Design axi_lite_arbiter, sky130hd; sources not shown.
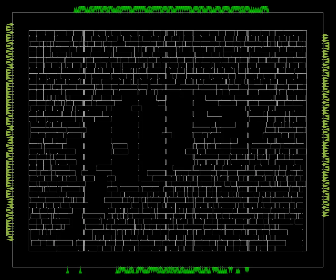
(run_1/final_placement.png)
Filler cells: 1,151
final core occ: 66.26%
Core Area: 0.01565 sq mm

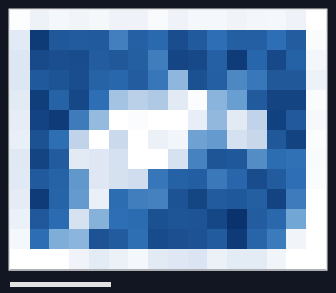
(run_1/density.png)
Scale bar: 50 microns. The die is cut into 16 by 13 equal tiles; white is low, dark blue is high, 0 to 100% covered.
emptiest ninth of the die: middle
mean over tiles: 50%
nearly empty tiles: 9.1%
tiles over 75% full: 42%
fullest tile: 99%
densest ninth of the die: bottom middle
fp_density: 36.58%

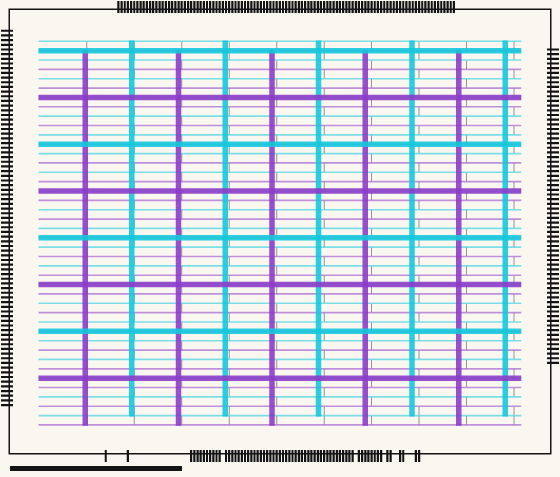
(run_1/pdn.png)
Scale bar: 50 microns. Pins as bars on the die edge. Tap cells in gray.
legend:
  VDD:
    color: cyan
  VSS:
    color: purple
met4 straps: 10
rows: 41
die height: 128.8 microns
die width: 157.0 microns
Worst VDD drop: 0.0006419 V

==> flow_summary_export.csv, run 1 <==
group,metric,value,unit
outcome,outcome,"finished with violations",
outcome,failed_checks,"setup timing",
clock_tree,cts_tree,"done",
critical_path,start_kind,"flop",
timing,rsz0062_at_grt,"yes",
yosys,yosys.area.top_type_share,48.54,%
finish,drive_gt1_share,21.81,%
worst_hold_path,hold_path_class,"flop to flop",
timing,setup_slack,-0.4709,ns
finish,most-common-layout-cells,"clkdlybuf4s50_1, dfrtp_1, dlymetal6s2s_1",
yosys,syn_nets,768,
power_and_ir_drop,top_power_group,"combinational cells",
routing,drt_iter0_drc,309,
critical_path,reg2reg_depth,9,
routing,vias,5622,
critical_path,required,1.24,ns
worst_hold_path,hold_depth,2,
routing,dr_wl_met3,1549,microns
clock_tree,cts_root_buf,"clkbuf_8",
yosys,yosysMostFrequentCell,"dfrtp_1",
power_and_ir_drop,clkPwrFrac,10.2,%
routing,viasPerCell,4.962,
power_and_ir_drop,power_frac_comb,58.4,%
finish,nets,1095,
power_and_ir_drop,power,14170,uW
timing,setup_viol,117,
critical_path,arrival,1.71,ns
run 1: final cells by class:
type | instances | area, sq um | area share [%]
clock buffer | 9 | 123.9 | 1.195
multi-input combinational | 366 | 2564 | 24.73
antenna | 1 | 2.502 | 0.02414
timing repair buffer | 386 | 4433 | 42.76
clock inverter | 7 | 55.05 | 0.5310
sequential | 111 | 2778 | 26.79
tap | 215 | 269.0 | 2.595
inverter | 38 | 142.6 | 1.376
run 1: critical path: stages, from the launching register on:
cell and delay (ns):
dfrtp_1 0.41, inv_2 0.06, and3_4 0.16, nor2b_4 0.15, buf_12 0.14, clkbuf_16 0.14
and2_4 0.15, buf_6 0.11
run 1: cell families after synthesis:
kind of cell	Yosys count	share of synthesized area, %
compound gates	125	11.65
flops	111	48.54
buf+inv	113	11.85
mux	70	12.24
simple gates	165	15.65
other cells	1	0.06553
==> run_1/registers.png <==
Scale bar: 50 microns. Other sequential cells in the stronger gray, the rest of the logic in the fainter gray.
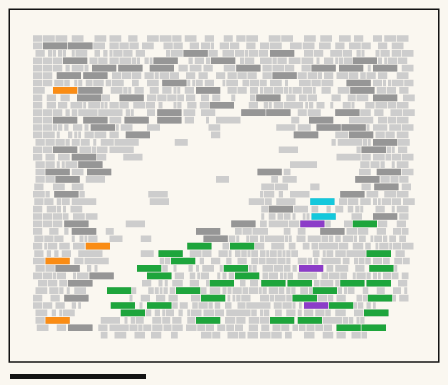

==> inputs of run 2 (changes only) <==
--- a/config.mk
+++ b/config.mk
@@ -5,6 +5,7 @@
 export SDC_FILE = /design/constraint.sdc
 export NUM_CORES = 1
 export LEC_CHECK = 0
+export ABC_AREA = 0
 export CORE_ASPECT_RATIO = 0.8
 export CORE_MARGIN = 8
 export CORE_UTILIZATION = 36
@@ -17,3 +18,4 @@
 export SYNTH_ARGS = -nofsm -noshare
 export SYNTH_HDL_FRONTEND = slang
 export SYNTH_SLANG_ARGS = --single-unit
+export TNS_END_PERCENT = 50
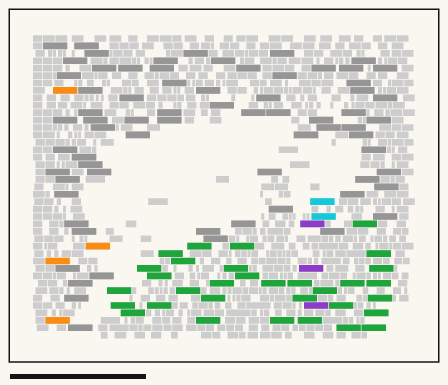
(run_2/registers.png)
Scale bar: 50 microns. Other sequential cells in the stronger gray, the rest of the logic in the fainter gray.
legend:
  `r_grant_oh`:
    color: cyan
    flops: 2
  `r_state`:
    color: purple
    flops: 3
  `r_rdata`:
    color: green
    flops: 32
  `m_axi_wstrb`:
    color: orange
    flops: 4
not colored: 70
sequential cell area share: 28.60%
final core occ: 62.06%

==> run 2 against run 1 <==
Compared with the run above:
- critical path type unchanged
- via count is 4.5% lower
- synthesized cell count stayed put
- count of clock-buffer cells in the layout did not move
- design area is 6.3% lower
- register-to-register slack improved by 0.05 ns
- the flow still finishes with violations (setup timing)
- wire length decreased by 9.3%
- hold slack gained 0.0016 ns
==> flow_summary_export.csv, run 2 <==
group,metric,value,unit
outcome,outcome,"finished with violations",
outcome,failed_checks,"setup timing",
yosys,syn_nets,768,
worst_hold_path,hold_path_class,"flop to flop",
die,die_h,128.8,microns
yosys,simple_gate_share,15.65,%
critical_path,start_kind,"flop",
timing,setup_viol,61,
power_and_ir_drop,power,13090,uW
yosys,ys_sh_mux,12.24,%
routing,vias,5367,
die,die-width,157.0,microns
yosys,yosysMostFrequentCell,"dfrtp_1",
critical_path,required,1.24,ns
power_and_ir_drop,vdd_ir_drop_max,0.0005783,V
yosys,logic_family,"simple AND/OR/NAND/NOR gates",
routing,viasPerCell,4.853,
timing,setup_slack,-0.4698,ns
yosys,aoi_share,11.65,%
critical_path,max_stage_delay,0.41,ns
yosys,ys_sh_xor,0,%
timing,rsz0062_at_grt,"yes",
finish,most-common-layout-cells,"clkdlybuf4s50_1, dfrtp_1, dlymetal6s2s_1",
finish,n_fill_cell,1244,
critical_path,crit_buf_inv,4,
run 2: cell counts after synthesis:
Identical to the previous run, type by type.
run 2: power by group:
group,internal [uW],leakage (uW),switching [uW]
sequential,3640,0.00142,785
combinational,3380,0.00408,3860
clock,523,0.0000973,906
total,7540,0.00559,5550
run 2: area by class of cell:
cell class | instances | area (sq um) | area share (%)
Antenna cell | 1 | 2.502 | 0.02577
Clock buffer | 9 | 123.9 | 1.276
Clock inverter | 7 | 55.05 | 0.5669
Inverter | 38 | 142.6 | 1.469
Multi-Input combinational cell | 361 | 2360 | 24.30
Sequential cell | 111 | 2778 | 28.60
Tap cell | 215 | 269.0 | 2.770
Timing Repair Buffer | 364 | 3980 | 40.99
==> inputs of run 3 (changes only) <==
--- a/config.mk
+++ b/config.mk
@@ -11,7 +11,6 @@
 export CORE_UTILIZATION = 36
 export CTS_BUF_LIST = sky130_fd_sc_hd__clkbuf_8
 export DETAILED_ROUTE_END_ITERATION = 8
-export MAX_ROUTING_LAYER = met4
 export PLACE_DENSITY = 0.9
 export SKIP_CTS_REPAIR_TIMING = 1
 export SLEW_MARGIN = 15
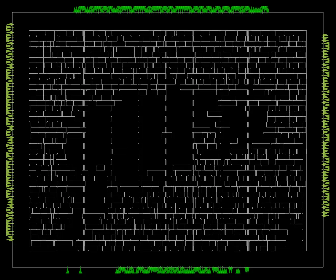
(run_3/final_placement.png)
Tapcells: 215
num rows: 41
Non-Filler Instances: 1,106

==> run 3 against run 2 <==
Compared with the run above:
- the run still ends with setup timing left
- wire length increased by 0.28%
- worst setup slack got worse by 0.0096 ns
- via count increased by 0.26%
- largest cell class unchanged
- largest power group unchanged
==> flow_summary_export.csv, run 3 <==
group,metric,value,unit
timing,setup_slack,-0.4794,ns
yosys,yosysMostFrequentCell,"dfrtp_1",
timing,rsz0062_at_grt,"yes",
finish,nets,1068,
finish,drive_gt1_share,16.29,%
die,die-width,157.0,microns
power_and_ir_drop,seq_power_share,33.8,%
die,fp_util,36.58,%
timing,setup_viol,68,
finish,sh_seq_area,28.60,%
finish,most-common-layout-cells,"clkdlybuf4s50_1, dfrtp_1, dlymetal6s2s_1",
power_and_ir_drop,powerSeq,4430,uW
routing,vias,5381,
worst_hold_path,hold_path_class,"flop to flop",
finish,n_antenna_cell,1,
worst_hold_path,hold_depth,2,
power_and_ir_drop,top_power_group,"combinational cells",
clock_tree,cts_tree,"done",
yosys,yosys.area.top_type_share,48.54,%
routing,viasPerCell,4.865,
routing,dr_wl_met3,1618,microns
outcome,outcome,"finished with violations",
power_and_ir_drop,vdd_ir_drop_max,0.0005759,V
outcome,failed_checks,"setup timing",
finish,combAreaFraction,24.30,%
yosys,aoi_share,11.65,%
finish,largestClassByArea,"buffers",
finish,post-route-util,62.06,%
finish,logic_area,0.002360,sq mm
power_and_ir_drop,p_switching,5565,uW
finish,nClkBuffers,9,
routing,drt_iter0_drc,244,
die,core,0.01565,sq mm
critical_path,reg2reg_depth,7,
[run 3: cell counts after synthesis]
No cell type changed its count.
[run 3: worst max-delay path: stages, from the launching register on]
cell	delay, ns
dfrtp_1	0.41
inv_2	0.07
and3_4	0.17
nor2b_4	0.15
buf_12	0.14
clkbuf_16	0.15
and2_4	0.14
buf_6	0.11
[run 3: kinds of logic (layout without fill, tap and decap cells)]
group,Yosys count,count (layout)
multiplexers,70,70
other,1,2
AND-OR/OR-AND,125,125
flip-flops,111,111
AND/OR/NAND/NOR,165,165
buffers and inverters,113,418
[run 3: stage by stage]
stage	setup TNS [ns]	worst slack, ns
2_1_floorplan	-0.2642	-0.008806
4_1_cts	-55.08	-0.9562
3_3_place_gp	-43.27	-0.4216
5_1_grt	-24.81	-0.5393
6_report	-16.03	-0.4794
3_5_place_dp	-48.55	-0.4962
Power figures rest on the tool's default switching activity, not on a simulated workload.
